`config.mk`:
```
export PLATFORM = sky130hd
export DESIGN_NAME = controle_multiciclo
export DESIGN_NICKNAME = d
export VERILOG_FILES = /design/src/rtl/controle_multiciclo.sv
export SDC_FILE = /design/constraint.sdc
export NUM_CORES = 1
export LEC_CHECK = 0
export CAP_MARGIN = 30
export CORE_ASPECT_RATIO = 1.1
export CORE_MARGIN = 1.5
export CORE_UTILIZATION = 35
export CTS_BUF_LIST = sky130_fd_sc_hd__clkbuf_16
export DETAILED_ROUTE_END_ITERATION = 8
export GPL_TIMING_DRIVEN = 0
export HOLD_SLACK_MARGIN = 0.06
export PLACE_DENSITY = 0.79
export SLEW_MARGIN = 20
export SYNTH_ARGS = -nofsm -noshare
export SYNTH_HDL_FRONTEND = slang
export SYNTH_SLANG_ARGS = --single-unit
```
`constraint.sdc`:
```
create_clock -name clock -period 1.58 [get_ports clock]
set_input_delay 0.158 -clock clock [delete_from_list [all_inputs] [get_ports clock]]
set_output_delay 0.158 -clock clock [all_outputs]
set_load 0.005 [all_outputs]
```
`src/rtl/controle_multiciclo.sv`:
```
// Multicycle MIPS-subset control unit.
// Moore FSM sequencing fetch, decode and per-class execute/writeback steps
// for lw, sw, R-type, addi, beq, bne and j. Unsupported opcodes park in HALT.
module controle_multiciclo (
  input  logic       clock,
  input  logic       reset,
  input  logic [5:0] OPcode,
  input  logic [5:0] funct,
  output logic       EscreveMem,
  output logic       EscrevePC,
  output logic       EscrevePCCondEQ,
  output logic       EscrevePCCondNE,
  output logic       RegDst,
  output logic       EscreveReg,
  output logic       MemparaReg,
  output logic       IouD,
  output logic       EscreveIR,
  output logic       EscreveMDR,
  output logic       EscreveAluOut,
  output logic       OrigAALU,
  output logic [1:0] OrigPC,
  output logic [1:0] OrigBALU,
  output logic [2:0] OpALU,
  output logic [5:0] State
);

  // Opcodes and funct codes recognised by the decoder
  localparam logic [5:0] OP_RTYPE = 6'h00;
  localparam logic [5:0] OP_J     = 6'h02;
  localparam logic [5:0] OP_BEQ   = 6'h04;
  localparam logic [5:0] OP_BNE   = 6'h05;
  localparam logic [5:0] OP_ADDI  = 6'h08;
  localparam logic [5:0] OP_LW    = 6'h23;
  localparam logic [5:0] OP_SW    = 6'h2B;

  localparam logic [5:0] FN_ADD   = 6'h20;
  localparam logic [5:0] FN_SUB   = 6'h22;
  localparam logic [5:0] FN_AND   = 6'h24;
  localparam logic [5:0] FN_OR    = 6'h25;

  // ALU B-input selects
  localparam logic [1:0] B_REG    = 2'b00;
  localparam logic [1:0] B_FOUR   = 2'b01;
  localparam logic [1:0] B_IMM    = 2'b10;
  localparam logic [1:0] B_IMMSH  = 2'b11;

  // ALU operation selects
  localparam logic [2:0] ALU_ADD  = 3'b000;
  localparam logic [2:0] ALU_SUB  = 3'b001;
  localparam logic [2:0] ALU_FN   = 3'b010;

  // PC source selects
  localparam logic [1:0] PC_ALU    = 2'b00;
  localparam logic [1:0] PC_ALUOUT = 2'b01;
  localparam logic [1:0] PC_JUMP   = 2'b10;

  typedef enum logic [5:0] {
    S_RST     = 6'd0,
    S_FETCH1  = 6'd1,
    S_FETCH2  = 6'd2,
    S_DECODE  = 6'd3,
    S_MEMADDR = 6'd4,
    S_LWRD    = 6'd5,
    S_LWWAIT  = 6'd6,
    S_LWWB    = 6'd7,
    S_SW      = 6'd8,
    S_REXEC   = 6'd9,
    S_RWB     = 6'd10,
    S_BRANCH  = 6'd11,
    S_JUMP    = 6'd12,
    S_ADDIEX  = 6'd13,
    S_ADDIWB  = 6'd14,
    S_HALT    = 6'd15
  } state_t;

  state_t r_state;
  state_t w_next;

  // Raw (pre-reset-gating) control signals decoded from the state
  logic w_mem;
  logic w_pc;
  logic w_pc_eq;
  logic w_pc_ne;
  logic w_reg;
  logic w_ir;
  logic w_mdr;
  logic w_aluout;
  logic w_funct_ok;

  assign w_funct_ok = (funct == FN_ADD) || (funct == FN_SUB) ||
                      (funct == FN_AND) || (funct == FN_OR);

  // State register with synchronous active-low reset
  always_ff @(posedge clock) begin
    if (!reset) begin
      r_state <= S_RST;
    end else begin
      r_state <= w_next;
    end
  end

  // Next-state logic: fixed sequencing plus opcode dispatch in DECODE
  always_comb begin
    w_next = S_RST;
    case (r_state)
      S_RST:    w_next = S_FETCH1;
      S_FETCH1: w_next = S_FETCH2;
      S_FETCH2: w_next = S_DECODE;
      S_DECODE: begin
        case (OPcode)
          OP_LW, OP_SW:   w_next = S_MEMADDR;
          OP_RTYPE:       w_next = w_funct_ok ? S_REXEC : S_HALT;
          OP_BEQ, OP_BNE: w_next = S_BRANCH;
          OP_J:           w_next = S_JUMP;
          OP_ADDI:        w_next = S_ADDIEX;
          default:        w_next = S_HALT;
        endcase
      end
      S_MEMADDR: w_next = (OPcode == OP_LW) ? S_LWRD : S_SW;
      S_LWRD:    w_next = S_LWWAIT;
      S_LWWAIT:  w_next = S_LWWB;
      S_LWWB:    w_next = S_FETCH1;
      S_SW:      w_next = S_FETCH1;
      S_REXEC:   w_next = S_RWB;
      S_RWB:     w_next = S_FETCH1;
      S_BRANCH:  w_next = S_FETCH1;
      S_JUMP:    w_next = S_FETCH1;
      S_ADDIEX:  w_next = S_ADDIWB;
      S_ADDIWB:  w_next = S_FETCH1;
      S_HALT:    w_next = S_HALT;
      default:   w_next = S_RST;
    endcase
  end

  // Moore output decode; only the branch-condition enables look at OPcode
  always_comb begin
    w_mem         = 1'b0;
    w_pc          = 1'b0;
    w_pc_eq       = 1'b0;
    w_pc_ne       = 1'b0;
    w_reg         = 1'b0;
    w_ir          = 1'b0;
    w_mdr         = 1'b0;
    w_aluout      = 1'b0;
    RegDst        = 1'b0;
    MemparaReg    = 1'b0;
    IouD          = 1'b0;
    OrigAALU      = 1'b0;
    OrigPC        = PC_ALU;
    OrigBALU      = B_REG;
    OpALU         = ALU_ADD;
    case (r_state)
      S_FETCH2: begin
        w_ir     = 1'b1;
        OrigBALU = B_FOUR;
        OpALU    = ALU_ADD;
        OrigPC   = PC_ALU;
        w_pc     = 1'b1;
      end
      S_DECODE: begin
        OrigBALU = B_IMMSH;
        OpALU    = ALU_ADD;
        w_aluout = 1'b1;
      end
      S_MEMADDR, S_ADDIEX: begin
        OrigAALU = 1'b1;
        OrigBALU = B_IMM;
        OpALU    = ALU_ADD;
        w_aluout = 1'b1;
      end
      S_LWRD: begin
        IouD = 1'b1;
      end
      S_LWWAIT: begin
        IouD  = 1'b1;
        w_mdr = 1'b1;
      end
      S_LWWB: begin
        MemparaReg = 1'b1;
        w_reg      = 1'b1;
      end
      S_SW: begin
        IouD  = 1'b1;
        w_mem = 1'b1;
      end
      S_REXEC: begin
        OrigAALU = 1'b1;
        OpALU    = ALU_FN;
        w_aluout = 1'b1;
      end
      S_RWB: begin
        RegDst = 1'b1;
        w_reg  = 1'b1;
      end
      S_BRANCH: begin
        OrigAALU = 1'b1;
        OpALU    = ALU_SUB;
        OrigPC   = PC_ALUOUT;
        w_pc_eq  = (OPcode == OP_BEQ);
        w_pc_ne  = (OPcode == OP_BNE);
      end
      S_JUMP: begin
        OrigPC = PC_JUMP;
        w_pc   = 1'b1;
      end
      S_ADDIWB: begin
        w_reg = 1'b1;
      end
      default: begin
      end
    endcase
  end

  // Write enables are gated combinationally by reset so an in-flight
  // store or writeback is suppressed in the very cycle reset is asserted,
  // not just from the following edge.
  assign EscreveMem      = reset & w_mem;
  assign EscrevePC       = reset & w_pc;
  assign EscrevePCCondEQ = reset & w_pc_eq;
  assign EscrevePCCondNE = reset & w_pc_ne;
  assign EscreveReg      = reset & w_reg;
  assign EscreveIR       = reset & w_ir;
  assign EscreveMDR      = reset & w_mdr;
  assign EscreveAluOut   = reset & w_aluout;

  assign State = r_state;

endmodule
```
### Clock wires, drivers and flops

The bar under the picture is 10 µm long.
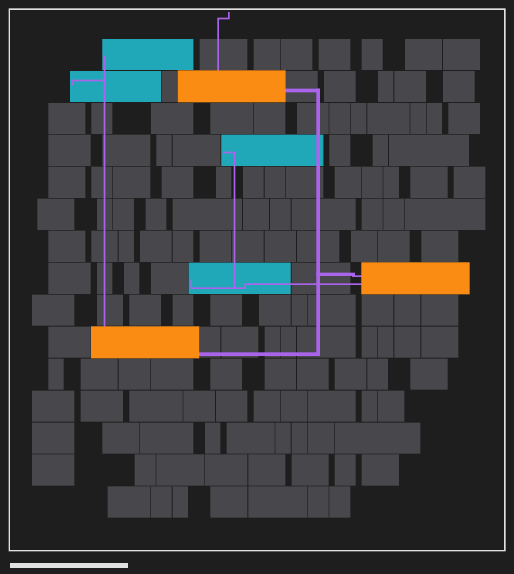
Orange marks cells driving clock nets, count 3. Cyan marks flip-flops, count 4. Purple marks clock wires, length 134 µm.
There are 4 routed clock nets.
clock insertion delay at the later pin of the skew report: 230 ps
Clock Power: 0.414 mW
skew final: 0.0897 ps

### Gate families picked out

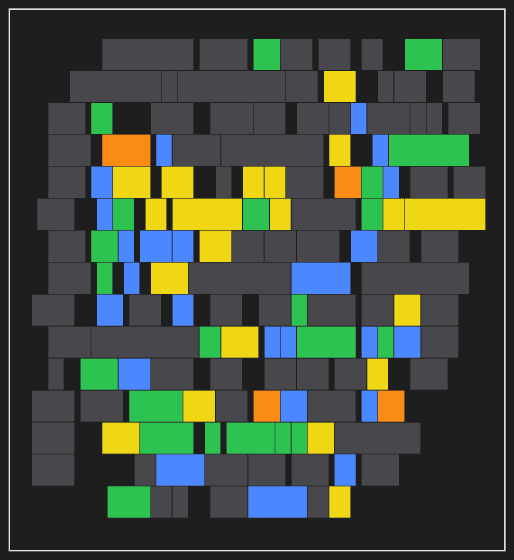
Orange marks AND and OR gates, cells 4. Blue marks NAND gates, cells 24, most used nand2_1. Green marks NOR gates, cells 22, most used nor2_1. Yellow marks inverting AOI/OAI gates, cells 20.

==> notes.md <==
Implementation progress

CTS saw 4 sinks. The largest net degree at the start of global routing stands at 11. Along the worst path, the maximum fanout reaches 6. The post-layout period usage of the worst path stands at 100%.

The main area contributors are dfxtp_1 (14%), nand2_1 (9.0%), buf_4 (7.7%). The initial utilization of the core area, before any placement, comes to between 30 and 40%. According to the floorplan report, the placeable core area is 1580 µm². After clock tree synthesis, the flow added hold-fix buffers numbering 0. Counting the warning lines in the Yosys log gives 0. The finished layout reports a core utilization of between 70% and 80%. Buffers placed on the I/O ports in this run total 33. The first global-routing pass estimated around 3500 µm of wire. The total track usage stands at approximately a quarter. STA reports a reg2reg setup slack of about 250 ps. The power after layout stands at about 1.0 mW. The setup slack of the critical path after layout stands at -1.96 ps. The initial antenna violation count stands at 0.

The total count of max-transition violations in the final report stands at 0. The global-route congestion overflow total stands at 0. The vertical die dimension reported for this design is between 40 and 50 µm. Before any placement, the netlist area is recorded as between 500 and 600 µm². In this run the tools logged warnings totalling 28. The post-detailed-routing wire length stands at around 2500 µm. The most common cell in the synthesized netlist is nand2_1. CTS placed an instance of clkbuf_16 at the clock tree root.

The via count of the first global-routing pass came to around 800. The post-detailed-route count of antenna-violating nets stands at 0. The number of distinct library cells after synthesis stands at 38.

Setup total negative slack on the finished layout was measured at -1.96 ps. The post-route report lists met1 wire length as about 940 µm. The smallest clock period supported by the final layout is computed as 1580 ps. The worst setup path is launched from a flip-flop. CTS built an H-tree with a depth of 1. The synthesized instance count is 91.

The commonest register cell is dfxtp_1. The run finished, with violations left. The residual DRC count stands at 0. Of the cells placed in the final design, the portion with a size suffix greater than 1 is 37.9%. After synthesis, the most frequently instantiated cells are nand2_1 (14), nor2_1 (8), buf_4 (6), nor3_1 (6). The layout report lists the multi-input gate area as approximately 520 µm². The highest ir drop seen on vdd stands at between 0.7 and 0.8 mV. The routed layout has approximately 900 vias. By startpoint and endpoint, the worst setup path is classified as reg2out. Routed signal wires occupy layers up through met4. After floorplanning, the core was divided into 15 placement rows. The initial detailed-routing violation count stands at 19. In the final report, the number of endpoints failing setup comes to 1.

The total iterations of the first detailed-routing run stands at 4. The flip-flop count of the largest register after layout stands at 4. The weighted congestion at the end of routability-driven global placement stands at about 0.78. The static power due to leakage stands at between 0.5 and 0.6 nW. The placed wire-length estimate after detailed placement stands at approximately 1400 µm. The wire length on met2 stands at ~1300 µm. The critical path ends at IouD. The post-synthesis sequential element count stands at 4. TritonCTS created 3 clock buffers. The number of nets in the layout stands at between 150 and 200. Counting flops with a built-in enable in the synthesized netlist gives 0. STA classifies the critical path endpoint as an output pin. STA shows the worst reg2reg path with a cell count of 5.

The detailed router reports a met3 wire length of 175 µm. The chip area in the Yosys report stands at between 500 and 600 µm². The run reported a max-capacitance violation count of 0. The sequential element share of the synthesized area stands at a little over an eighth. The launch point of the worst register-to-register path is recorded as State[3]$_SDFF_PN0_.

The maximum buffer depth of the clock tree stands at 2. The final hold violation count recorded for this run is 0. The data required time reported for the critical path is around 1400 ps. The top cell type by area accounts for around 14% of the synthesized area. The OpenROAD report gives the critical path a data arrival time of about 1400 ps. Hold timing on the final database bottoms out at a slack of approximately 330 ps.

The width of the chip stands at roughly 42 µm. Tracing the worst setup path back leads to its startpoint at State[1]$_SDFF_PN0_. The placement-stage worst setup slack stands at -432 ps. For hold timing, the worst endpoint is State[3]$_SDFF_PN0_. TritonCTS built the clock tree.

The total I/O pin count stands at 39. The synthesis-to-finish area growth stands at 110%. The antenna cell count stands at 0. The final reports fail on negative setup slack.

After filler insertion, the fill cell instance count of the layout stands at 122. The report gives the cell count of the worst hold path as 2. Yosys reported that registers with async set or reset make up 0%. Setup repair after global routing could not meet its margin everywhere.

The post-synthesis cell count from yosys stands at approximately 90. In the final routed layout, each cell accounts on average for between 15 and 20 µm. The worst register-to-register path ends at State[0]$_SDFF_PN0_.

The launch point of the worst min-delay path is recorded as reset. STA reports the tightest min-delay check as being of type in2reg. The average cell area after synthesis stands at between 6 and 7 µm².

In this run the power density over the cells is about 830 nW/µm². Of all cell types, the one taking the most synthesized area is dfxtp_1. The chip occupies 1930 µm². On the worst setup and hold paths after CTS, the clock-pin slew comes to 30 ps.
### Cell sizes after repair

The bar under the picture is 10 µm long.
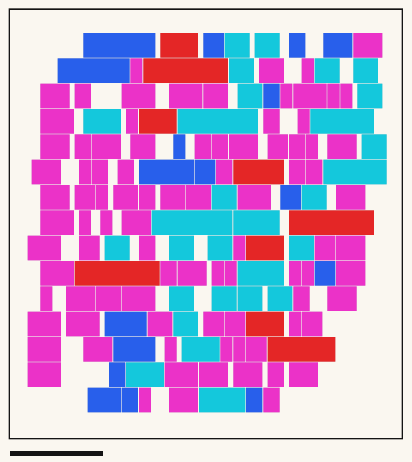
Magenta marks drive 1 or less, cells 90, share 62%. Red marks drive 6 and up, cells 9, share 6.2%. Blue marks drive 2, cells 17, share 12%. Cyan marks drive 3 to 4, cells 29, share 20%.

## cell families after synthesis
| logic type | synth area share (%) |
|---|---|
| compound gates | 26.7 |
| buf+inv | 12.8 |
| flops | 13.6 |
| mux | 1.71 |
| other cells | 0.639 |
| simple gates | 44.6 |
## power breakdown
| group | leakage (nW) | internal [mW] | switching (mW) |
|---|---|---|---|
| sequential | 0.0349 | 0.117 | 0.0184 |
| combinational | 0.487 | 0.261 | 0.217 |
| clock | 0.0370 | 0.325 | 0.0889 |
| total | 0.559 | 0.704 | 0.325 |
## routing by layer
metal | global-route usage [%] | vias to the layer above
met3 | 4.76 | 5
met2 | 44.7 | 48
met4 | 11.3 | 0
li1 | - | 433
met1 | 24.6 | 415
met5 | 0 | -
## through the flow
stage,cell area [µm²],cells
after floorplan,594,93
after global placement,946,143
after detailed placement,946,143
after CTS,1160,156
after global routing,1230,162
final,1230,162
## layout by cell type (no fill, tap or decap), types with 4 or more instances in the layout
cell and instances:
clkdlybuf4s50_1 12, o21ai_1 4, nand2_1 11, nor2_1 6, dlygate4sd2_1 15, nand3_1 4
buf_6 4, a21oi_1 4, nor3_1 5, buf_4 19
## worst max-delay path, cell delays in order (launching register included)
cell	delay, ps
dfxtp_2	310
buf_6	130
buf_6	120
buf_4	150
nor2_1	130
a21oi_1	60
o22ai_1	140
buf_2	140
## final cells by class
class | instances | area share, %
plain buffers | 11 | 7.92
clock buffers | 3 | 6.09
inverters | 2 | 0.609
multi-input cells | 76 | 42.3
flip-flops and latches | 4 | 7.31
well taps | 17 | 1.73
repair buffers | 49 | 34.0
## what timing repair did
item,4_1_cts,5_1_grt
pin swaps,5,5
resized,55,12
buffers inserted,10,6
endpoints found under the setup margin,18,7
gates cloned,0,0
endpoints found under the hold margin,0,0
No activity file was given, so power comes from the tool's default toggle rates.
